Figure 1. Clock nets (run 1).
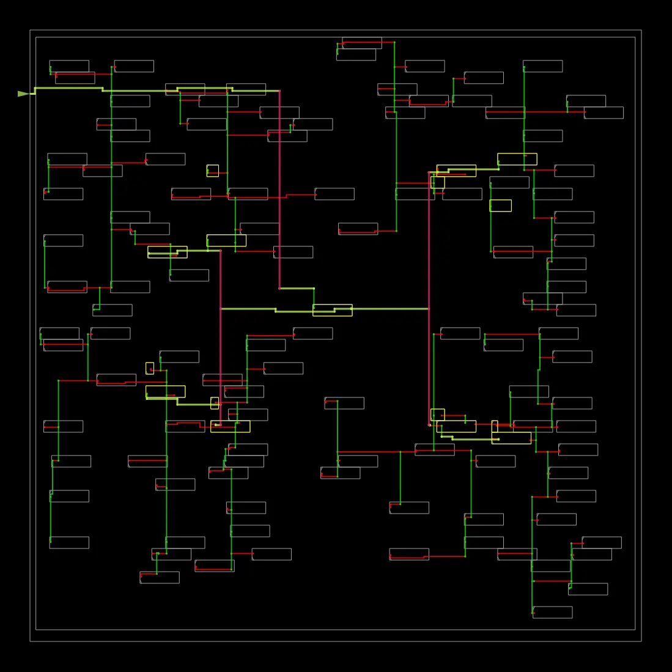
Figure 2. Floorplan with the power grid (run 1).
Scale bar: 50 um. Pins as bars on the die edge.
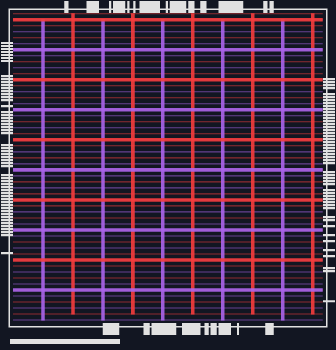
Figure 3. Cells coloured by class (run 1).
Fill, decap, tap and diode cells in grey.
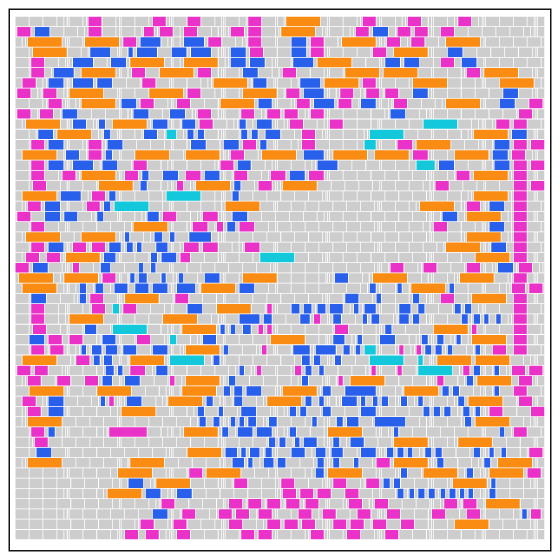
$ cat src/rtl/mcmem_bridge_pkg.sv
// Shared types and constants for the multicycle memory bridge.
// Holds the bridge FSM state enum, funct3 access-size codes and the
// access-size decode helper shared by the lane logic.
package mcmem_bridge_pkg;

  typedef enum logic [1:0] {
    IDLE,
    REQ,
    WAIT_RSP,
    DONE
  } mcmem_state_t;

  typedef enum logic [1:0] {
    SZ_B,
    SZ_H,
    SZ_W
  } mcmem_size_t;

  localparam logic [2:0] F3_B  = 3'b000;
  localparam logic [2:0] F3_H  = 3'b001;
  localparam logic [2:0] F3_W  = 3'b010;
  localparam logic [2:0] F3_BU = 3'b100;
  localparam logic [2:0] F3_HU = 3'b101;

  // Fetches are always words; unsigned codes only exist for loads, so a
  // store with BU/HU (or any unknown code) falls back to a word access.
  function automatic mcmem_size_t access_size(input logic       is_fetch,
                                              input logic       is_write,
                                              input logic [2:0] f3);
    mcmem_size_t sz;
    sz = SZ_W;
    if (!is_fetch) begin
      if (f3 == F3_B || (!is_write && f3 == F3_BU)) sz = SZ_B;
      else if (f3 == F3_H || (!is_write && f3 == F3_HU)) sz = SZ_H;
    end
    return sz;
  endfunction

endpackage

$ cat src/rtl/mcmem_lanes.sv
// Byte-lane logic for the memory bridge (purely combinational).
// Request side: byte enables, lane-replicated store data, misalignment.
// Response side: extraction and sign/zero extension of load data.
// Ports:
//   req_fetch/req_write/req_funct3/req_off/req_wdata : live request fields
//   be_c, wdata_c, misaligned_c                      : request lane results
//   ld_fetch/ld_funct3/ld_off                         : captured load fields
//   rsp_data, load_c                                  : raw word in, aligned load out
module mcmem_lanes
  import mcmem_bridge_pkg::*;
(
  input  logic        req_fetch,
  input  logic        req_write,
  input  logic [2:0]  req_funct3,
  input  logic [1:0]  req_off,
  input  logic [31:0] req_wdata,
  output logic [3:0]  be_c,
  output logic [31:0] wdata_c,
  output logic        misaligned_c,
  input  logic        ld_fetch,
  input  logic [2:0]  ld_funct3,
  input  logic [1:0]  ld_off,
  input  logic [31:0] rsp_data,
  output logic [31:0] load_c
);

  mcmem_size_t req_size;
  mcmem_size_t ld_size;
  logic [7:0]  ld_byte;
  logic [15:0] ld_half;
  logic        ld_signed;

  // Request lanes: enables shifted to the offset, data replicated on all lanes.
  always_comb begin
    req_size     = access_size(req_fetch, req_write, req_funct3);
    be_c         = 4'b1111;
    wdata_c      = req_wdata;
    misaligned_c = 1'b0;
    case (req_size)
      SZ_B: begin
        be_c    = 4'b0001 << req_off;
        wdata_c = {4{req_wdata[7:0]}};
      end
      SZ_H: begin
        be_c         = 4'b0011 << req_off;
        wdata_c      = {2{req_wdata[15:0]}};
        misaligned_c = req_off[0];
      end
      default: begin
        misaligned_c = (req_off != 2'b00);
      end
    endcase
  end

  // Load extraction; funct3[2] marks the unsigned variants.
  always_comb begin
    ld_size   = access_size(ld_fetch, 1'b0, ld_funct3);
    ld_byte   = rsp_data[{ld_off, 3'b000} +: 8];
    ld_half   = ld_off[1] ? rsp_data[31:16] : rsp_data[15:0];
    ld_signed = !ld_funct3[2];
    case (ld_size)
      SZ_B:    load_c = {{24{ld_signed & ld_byte[7]}}, ld_byte};
      SZ_H:    load_c = {{16{ld_signed & ld_half[15]}}, ld_half};
      default: load_c = rsp_data;
    endcase
  end

endmodule

$ cat src/rtl/mcmem_bridge.sv
// Variable-latency memory bridge between the multicycle control FSM and
// a valid/ready memory bus. One bus transaction per request level.
// Ports:
//   clk, reset                         : clock, async active-high reset
//   CTL_MemRead/CTL_MemWrite/CTL_IorD  : request levels from the control FSM
//   addr, wdata, funct3                : access address, store data, size/sign
//   mem_stall                          : hold the control FSM (combinational)
//   rdata, rdata_valid, misaligned     : load result and completion pulses
//   bus_req_*, bus_we/addr/wdata/be    : bus request channel
//   bus_rsp_valid, bus_rsp_data        : bus response channel
module mcmem_bridge
  import mcmem_bridge_pkg::*;
#(
  parameter int unsigned ADDR_W = 32,
  parameter int unsigned DATA_W = 32
) (
  input  logic              clk,
  input  logic              reset,
  input  logic              CTL_MemRead,
  input  logic              CTL_MemWrite,
  input  logic              CTL_IorD,
  input  logic [ADDR_W-1:0] addr,
  input  logic [DATA_W-1:0] wdata,
  input  logic [2:0]        funct3,
  output logic              mem_stall,
  output logic [DATA_W-1:0] rdata,
  output logic              rdata_valid,
  output logic              misaligned,
  output logic              bus_req_valid,
  input  logic              bus_req_ready,
  output logic              bus_we,
  output logic [ADDR_W-1:0] bus_addr,
  output logic [DATA_W-1:0] bus_wdata,
  output logic [3:0]        bus_be,
  input  logic              bus_rsp_valid,
  input  logic [DATA_W-1:0] bus_rsp_data
);

  mcmem_state_t state_q, state_d;
  logic         req_c;
  logic         capture_c;
  logic         ld_done_c;
  logic         mis_pulse_c;
  logic         lat_fetch_q;
  logic [2:0]   lat_funct3_q;
  logic [1:0]   lat_off_q;
  logic [3:0]   lane_be_c;
  logic [31:0]  lane_wdata_c;
  logic         lane_mis_c;
  logic [31:0]  lane_load_c;

  assign req_c     = CTL_MemRead | CTL_MemWrite;
  assign mem_stall = req_c && (state_q != DONE);

  mcmem_lanes u_lanes (
    .req_fetch    (!CTL_IorD),
    .req_write    (CTL_MemWrite),
    .req_funct3   (funct3),
    .req_off      (addr[1:0]),
    .req_wdata    (wdata),
    .be_c         (lane_be_c),
    .wdata_c      (lane_wdata_c),
    .misaligned_c (lane_mis_c),
    .ld_fetch     (lat_fetch_q),
    .ld_funct3    (lat_funct3_q),
    .ld_off       (lat_off_q),
    .rsp_data     (bus_rsp_data),
    .load_c       (lane_load_c)
  );

  // Next state and the single-cycle strobes feeding the output registers.
  always_comb begin
    state_d     = state_q;
    capture_c   = 1'b0;
    ld_done_c   = 1'b0;
    mis_pulse_c = 1'b0;
    case (state_q)
      IDLE: begin
        if (req_c) begin
          if (lane_mis_c) begin
            state_d     = DONE;
            mis_pulse_c = 1'b1;
          end else begin
            state_d   = REQ;
            capture_c = 1'b1;
          end
        end
      end
      REQ: begin
        if (bus_req_ready) state_d = WAIT_RSP;
      end
      WAIT_RSP: begin
        if (bus_rsp_valid) begin
          state_d   = DONE;
          ld_done_c = !bus_we;
        end
      end
      DONE:    state_d = IDLE;
      default: state_d = IDLE;
    endcase
  end

  // State and registered outputs; bus fields only load when a bus cycle starts.
  always_ff @(posedge clk or posedge reset) begin
    if (reset) begin
      state_q       <= IDLE;
      bus_req_valid <= 1'b0;
      rdata_valid   <= 1'b0;
      misaligned    <= 1'b0;
      rdata         <= '0;
      bus_we        <= 1'b0;
      bus_addr      <= '0;
      bus_wdata     <= '0;
      bus_be        <= '0;
      lat_fetch_q   <= 1'b0;
      lat_funct3_q  <= '0;
      lat_off_q     <= '0;
    end else begin
      state_q       <= state_d;
      bus_req_valid <= (state_d == REQ);
      rdata_valid   <= ld_done_c;
      misaligned    <= mis_pulse_c;
      if (capture_c) begin
        bus_we       <= CTL_MemWrite;
        bus_addr     <= {addr[ADDR_W-1:2], 2'b00};
        bus_wdata    <= lane_wdata_c;
        bus_be       <= lane_be_c;
        lat_fetch_q  <= !CTL_IorD;
        lat_funct3_q <= funct3;
        lat_off_q    <= addr[1:0];
      end
      if (ld_done_c) rdata <= lane_load_c;
    end
  end

endmodule

$ cat config.mk
export PLATFORM = sky130hd
export DESIGN_NAME = mcmem_bridge
export DESIGN_NICKNAME = d
export VERILOG_FILES = /design/src/rtl/mcmem_bridge_pkg.sv /design/src/rtl/mcmem_lanes.sv /design/src/rtl/mcmem_bridge.sv
export SDC_FILE = /design/constraint.sdc
export NUM_CORES = 1
export LEC_CHECK = 0
export CAP_MARGIN = 10
export CELL_PAD_IN_SITES_DETAIL_PLACEMENT = 1
export CELL_PAD_IN_SITES_GLOBAL_PLACEMENT = 2
export CORE_MARGIN = 1
export CORE_UTILIZATION = 27
export CTS_CLUSTER_DIAMETER = 40
export CTS_CLUSTER_SIZE = 24
export DETAILED_ROUTE_END_ITERATION = 8
export GPL_TIMING_DRIVEN = 0
export HOLD_SLACK_MARGIN = 0.1
export PLACE_DENSITY_LB_ADDON = 0.25
export RECOVER_POWER = 50
export SYNTH_ARGS = -nofsm -noshare
export SYNTH_HDL_FRONTEND = slang
export SYNTH_SLANG_ARGS = --single-unit
$ cat constraint.sdc
create_clock -name clk -period 6.1 [get_ports clk]
set_clock_uncertainty 0.2 [all_clocks]
set_input_delay 1.83 -clock clk [delete_from_list [all_inputs] [get_ports clk]]
set_output_delay 1.83 -clock clk [all_outputs]
set_load 0.005 [all_outputs]
==> metrics.cfg, run 1 <==
[place]
placed_area_sq_um=7818
place_congestion=0.7955
dp_slack_ps=968.9
hpwl_um=13110

[final_timing]
worst_pin_slew_ps=2760
setup_viol_count_final=0
slew-limit-headroom_pct=-85.01
max_freq_mhz=191.6
maxSlewViolCount=57
setup_slack_ps=881.1

[cells_and_area]
nets=776
comb_area_sq_um=2354
drive_above_1_share_pct=12.30
seq_cell_count=110
seq-cell-share_pct=34.02
diodes=0
largestRegisters=bus_wdata x32, rdata x32, bus_addr x30
area_growth_pct=50.47
clk_share_pct=3.433
layout.cells.most_common_list=155 x clkdlybuf4s50_1, 110 x dfrtp_1, 60 x mux2_1

[run]
maxCapViolCount=1

[routing]
dr_total_vias=4367
vias_per_cell=4.646
wl_per_cell_um=18.08
drt_iter0_drc=108
dr.max_layer_used=met4
wl_met3_um=1110
ant_nets=0
dr_wl_met2_um=8268

[pwr]
top_power_group=combinational cells
power_leakage_nw=3.388
power_density_nw_per_um2=420.4
seqPwrFrac_pct=37.7
p_int_mw=2.304
p_sw_share_pct=32.27
power.net_switching_mw=1.098

[logic_synthesis]
ys_warn_count=0
ys_sh_xor_pct=0.1629
yosys-top-cells-area=dfrtp_1 51%, mux2_1 13%, mux2_4 4.5%
ys_types=52
top_area_cell=dfrtp_1
async_reset_ff_share_pct=100.0
top_cell=dfrtp_1
postSynthSeqShare_pct=51.19
yosys_most_used_dff=dfrtp_1
ys_ff=110
avgSynthCellArea_sq_um=11.95
synth.top_cell.area_share_pct=51.19

[cts]
clockBufferDepth=2
ctsHtreeMaxLevel=3
clk_pin_slew_worst_paths_ps=70
post_cts_buffers=0

[worst_setup_path]
rr_endpoint=bus_wdata[13]
timing.reg2reg.setup_slack_ps=3950
cpLargestDelayFamily=buffers and inverters
start_kind=primary input
criticalPathCategory=primary input to output pin
worstPathCellList=dlygate4sd3_1 > nor2_1 > a21oi_1 > clkdlybuf4s50_1
worstPathMaxFanout=3
worstPathArrival_ps=3190
reg2reg_from=state_q[1]
path_buffers=2
crit_start=CTL_MemWrite
cp_slowest_cell=dlygate4sd3_1

[hold_path]
worstHoldPathCells=1
hp-class=flip-flop to flip-flop

[global_route]
met1_usage_pct=21.82
grt_use_met2_pct=28.19
grt_max_degree=58
first_global_vias=4778
track_usage_pct=17.10
grtUsageMet3_pct=4.863

[status]
violations=capacitance limit, slew limit
status=finished, violations left

[die]
die_h_um=143.1
core_sq_um=19460
fp.dieW_um=143.1

-- Figure 1 (at the start) --
Clk power: 0.564 mW
Clock Latency Late Sink: 350 ps

-- Figure 2 (at the start) --
[VSS] purple
[VDD] red
met5 straps: 10
rows: 51
signal pins: 211

-- Figure 3 (at the start) --
[clock drivers and dummy loads] cyan | cells: 16 | share of their area: 3.6%
[all other logic] blue | cells: 306 | share of their area: 31%
[other buffers and delay cells] magenta | cells: 243 | share of their area: 30%
[flops] orange | cells: 110 | share of their area: 35%

==> run 2: changes to the inputs <==
- CORE_UTILIZATION: 27 -> 28
- SYNTH_HIERARCHICAL: not set -> 1
==> run 2 against run 1 <==
The flow still finishes with violations (capacitance limit, slew limit). Critical path type unchanged. Non-clock buffer count is 5 higher. Core utilization increased by 0.95 points. Worst setup slack worse by 160 ps. Maximum frequency is 2.9% lower. Critical path depth stayed put. Combinational power is 17% higher. Cell count grew 0.74%. Sequential share of layout area shrank 0.76 points. Clock-buffer cell count fell by 1.
==> metrics.cfg, run 2 <==
[status]
status=finished, violations left
violations=capacitance limit, slew limit

[worst_setup_path]
timing.reg2reg.setup_slack_ps=3730
cp_slowest_cell=dlygate4sd3_1
worstPathCellList=dlygate4sd3_1 > nor2_1 > a21oi_1 > clkdlybuf4s50_1
worstPathMaxFanout=5
crit_start=CTL_MemWrite
rr_endpoint=bus_wdata[1]
path_buffers=2
worstPathArrival_ps=3340
cpLargestDelayFamily=buffers and inverters

[logic_synthesis]
async_reset_ff_share_pct=100.0
yosys_most_used_dff=dfrtp_1
ys_types=42
yosys-top-cells-area=dfrtp_1 50%, mux2_1 12%, mux2_2 11%
ys_ff=110
ys_sh_xor_pct=0
top_area_cell=dfrtp_1
postSynthSeqShare_pct=49.54
top_cell=dfrtp_1
avgSynthCellArea_sq_um=12.19

[pwr]
power_leakage_nw=3.464
powerClk_mw=0.567
power_density_nw_per_um2=446.2
p_sw_share_pct=33.77
p_int_mw=2.446
seqPwrFrac_pct=35.0

[place]
placed_area_sq_um=8006
dp_slack_ps=815.8
place_congestion=0.8413
hpwl_um=13400

[global_route]
grt_use_met2_pct=29.28
met1_usage_pct=20.90
track_usage_pct=17.43
grtUsageMet3_pct=5.768

[cells_and_area]
clk_share_pct=3.311
diodes=0
comb_area_sq_um=2482
area_growth_pct=48.95
seq-cell-share_pct=33.26
seq_cell_count=110
drive_above_1_share_pct=18.91
layout.cells.most_common_list=156 x clkdlybuf4s50_1, 110 x dfrtp_1, 60 x mux2_1

[final_timing]
slew-limit-headroom_pct=-57.32
maxSlewViolCount=50
setup_viol_count_final=0
setup_slack_ps=725.2
max_freq_mhz=186.1
worst_pin_slew_ps=2347

[routing]
drt_iter0_drc=169
dr_wl_met2_um=8518
wl_per_cell_um=18.43
vias_per_cell=4.707
wl_met3_um=1422
dr.max_layer_used=met5
ant_nets=0

[cts]
insertion_delay_ps=350
clk_pin_slew_worst_paths_ps=80

[die]
core_sq_um=19460
die_h_um=142.9

[run]
maxCapViolCount=1

[hold_path]
hp-class=flip-flop to flip-flop

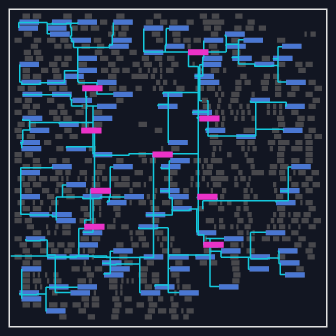
Figure 4: run 2, clock wires, drivers and flops.
[clock wires] cyan | length: 1590 um
[cells driving clock nets] magenta | count: 9
[flip-flops] blue | count: 110
flops lie: widely spread

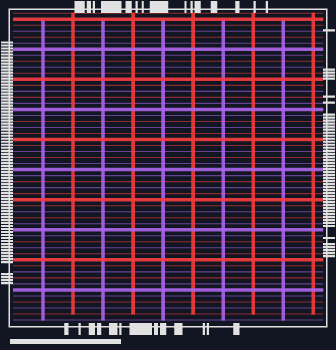
Figure 5: run 2, floorplan with the power grid.
Scale bar: 50 um. Pins as bars on the die edge.
[VDD] red
[VSS] purple
signal pins: 211
rows: 51

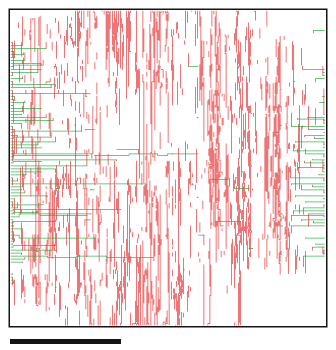
Figure 6: run 2, wiring by layer.
Scale bar: 50 um. Two of the layers only.
[met2] red | wire length: 8520 um
[met3] green | wire length: 1420 um

Figure 7. Clock nets (run 2).
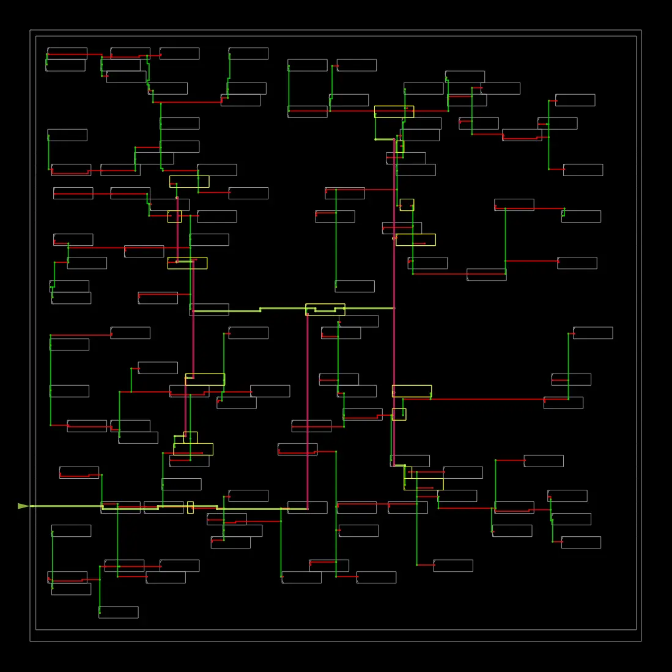

==> run 3: changes to the inputs <==
- CTS_BUF_LIST: not set -> sky130_fd_sc_hd__clkbuf_4 sky130_fd_sc_hd__clkbuf_8
- GPL_TIMING_DRIVEN: 0 -> not set
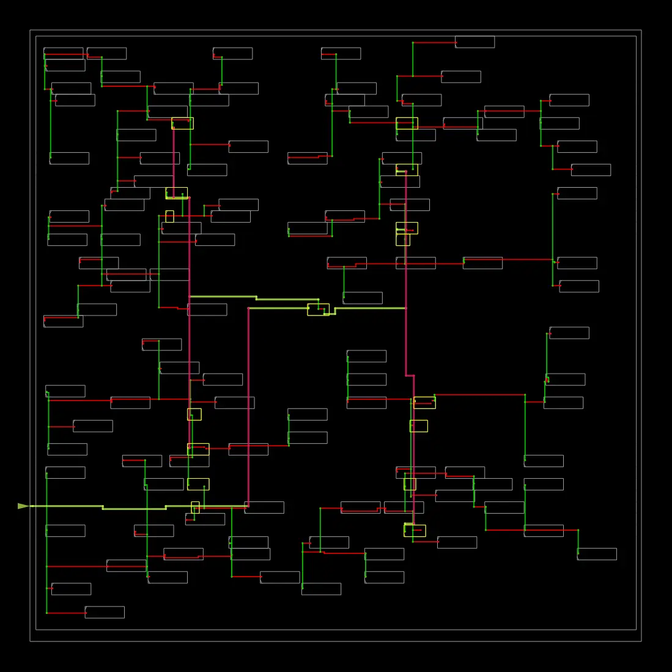
Figure 8: run 3, clock nets.
Clk power: 0.435 mW
seq_cells: 110
TritonCTS buffer count: 9

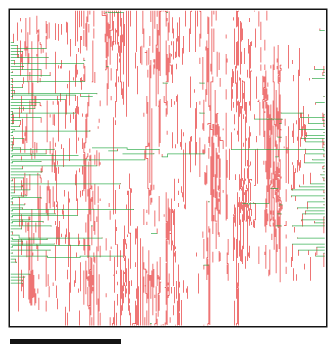
Figure 9: run 3, wiring by layer.
Scale bar: 50 um. Two of the layers only.
[met2] red | wire length: 7950 um
[met3] green | wire length: 1530 um

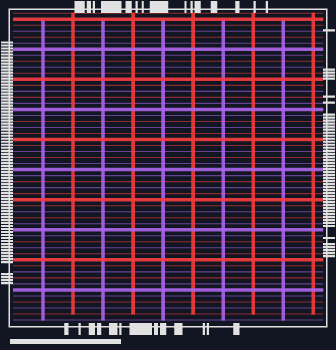
Figure 10: run 3, floorplan with the power grid.
Scale bar: 50 um. Pins as bars on the die edge.
[VSS] purple
[VDD] red
rows: 51
met1 rails: 52
met5 straps: 10
signal pins: 211

==> run 3 against run 2 <==
The flow still finishes with violations (capacitance limit, slew limit). Cell count down 3.5%. Via count down 3.6%. Flip-flop count stayed put. Sequential power is 3% higher. Critical path depth is the same. Non-clock buffer count decreased by 34. Routed wire length is 4.2% lower. Largest power group unchanged.
==> metrics.cfg, run 3 <==
[status]
status=finished, violations left
violations=capacitance limit, slew limit

[routing]
ant_nets=0
wl_met3_um=1533
dr.max_layer_used=met5
wl_per_cell_um=18.29
routed_wl_um=16710
drt_iter0_drc=141
dr_wl_met2_um=7949
vias_per_cell=4.702
firstDrtPassIters=4
dr_total_vias=4298

[cells_and_area]
fin_area_sq_um=7951
buf_share_pct=26.86
comb_area_sq_um=2502
seq-cell-share_pct=34.62
diodes=1
area_growth_pct=43.10
drive_above_1_share_pct=15.90
largestRegisters=bus_wdata x32, rdata x32, bus_addr x30
final_cells=914
inverters=11
clk_share_pct=2.313
comb_cells=297
nets=749
clock_buffers=10
layout.cells.most_common_list=157 x clkdlybuf4s50_1, 110 x dfrtp_1, 60 x mux2_1
layout.cells.most_common=clkdlybuf4s50_1
utilization_pct=40.86
seqCellArea_sq_um=2753
dominant_cells=registers
nFillCells=2106

[logic_synthesis]
synthesis.area_sq_um=5557
ys_sh_xor_pct=0
ys_cells=456
simple_gate_share_pct=7.273
synth.top_cell.area_share_pct=49.54
synthTopCellsByCount=110 x dfrtp_1, 60 x mux2_1, 55 x mux2_2
yosys_area_sq_um=5557
synthMuxAreaShare_pct=27.49
ys_ff=110
yosys-top-cells-area=dfrtp_1 50%, mux2_1 12%, mux2_2 11%
yosys_most_used_dff=dfrtp_1
async_reset_ff_share_pct=100.0
ys_types=42
top_cell=dfrtp_1
postSynthSeqShare_pct=49.54
ys_warn_count=6
avgSynthCellArea_sq_um=12.19
edf_count=0
top_area_cell=dfrtp_1
top_logic_kind=multiplexers
ys_sh_adder_pct=0

[pwr]
power_leakage_nw=3.272
p_comb_share_pct=49.1
seqPwrFrac_pct=38.4
clockPowerShare_pct=12.5
p_seq_mw=1.33
top_power_group=combinational cells
total_power_mw=3.474
p_sw_share_pct=34.69
power_density_nw_per_um2=436.9
power.net_switching_mw=1.205
p_int_mw=2.269

[worst_setup_path]
worstPathMaxFanout=5
worstPathCellList=dlygate4sd3_1 > nor2_1 > a21oi_1 > clkdlybuf4s50_1
criticalPathCategory=primary input to output pin
cp_num_cells=4
cp_slowest_cell=dlygate4sd3_1
rr_endpoint=rdata[4]
start_kind=primary input
crit_start=CTL_MemWrite
crit_end=mem_stall
ff2ff_path_depth=3
critPathMaxStageDelay_ps=610
cp.required_ps=4070
path_buffers=2
timing.reg2reg.setup_slack_ps=3060
reg2reg_from=state_q[0]
worstPathArrival_ps=3300
worst_setup_path_end_kind=output pin
cpLargestDelayFamily=buffers and inverters

[global_route]
grt-ovfl-total=0
antenna_found_initial=2
grt_max_degree=54
met1_usage_pct=19.47
grt_pass1_wl_um=26140
grt_use_met2_pct=28.02
first_global_vias=4720
track_usage_pct=16.89
grtUsageMet3_pct=6.472

[cts]
cts_tree=yes
insertion_delay_ps=390
clk_pin_slew_worst_paths_ps=100
post_cts_buffers=0
ctsHtreeMaxLevel=3
clockBufferDepth=2
cts-resized-gates=0
cts_sinks=110
root_buffer=clkbuf_8

[place]
hpwl_um=12430
portBuffers=208
dp_slack_ps=857.2
dp_cells=897
place_congestion=0.8359
placed_area_sq_um=7770

[die]
dieArea_sq_um=20410
die_h_um=142.9
core_sq_um=19460
rows=51
num_tap_cells=265
fp_util_pct=28.55
fp.dieW_um=142.9

[final_timing]
worst_pin_slew_ps=2300
maxSlewViolCount=85
slew-limit-headroom_pct=-54.20
setup_viol_count_final=0
rsz0062_at_grt=false
hold_viol=0
fin_tns_setup_ps=0
holdWs_ps=291.0
period_needed_ps=5335
max_freq_mhz=187.5
setup_slack_ps=765.5

[hold_path]
worstHoldStart=bus_addr[8]
worst_hold_path.endpoint=bus_addr[8]
worstHoldPathCells=1
hp-class=flip-flop to flip-flop

[run]
warning_count=26
maxCapViolCount=2

Power and IR drop assume default switching activity.
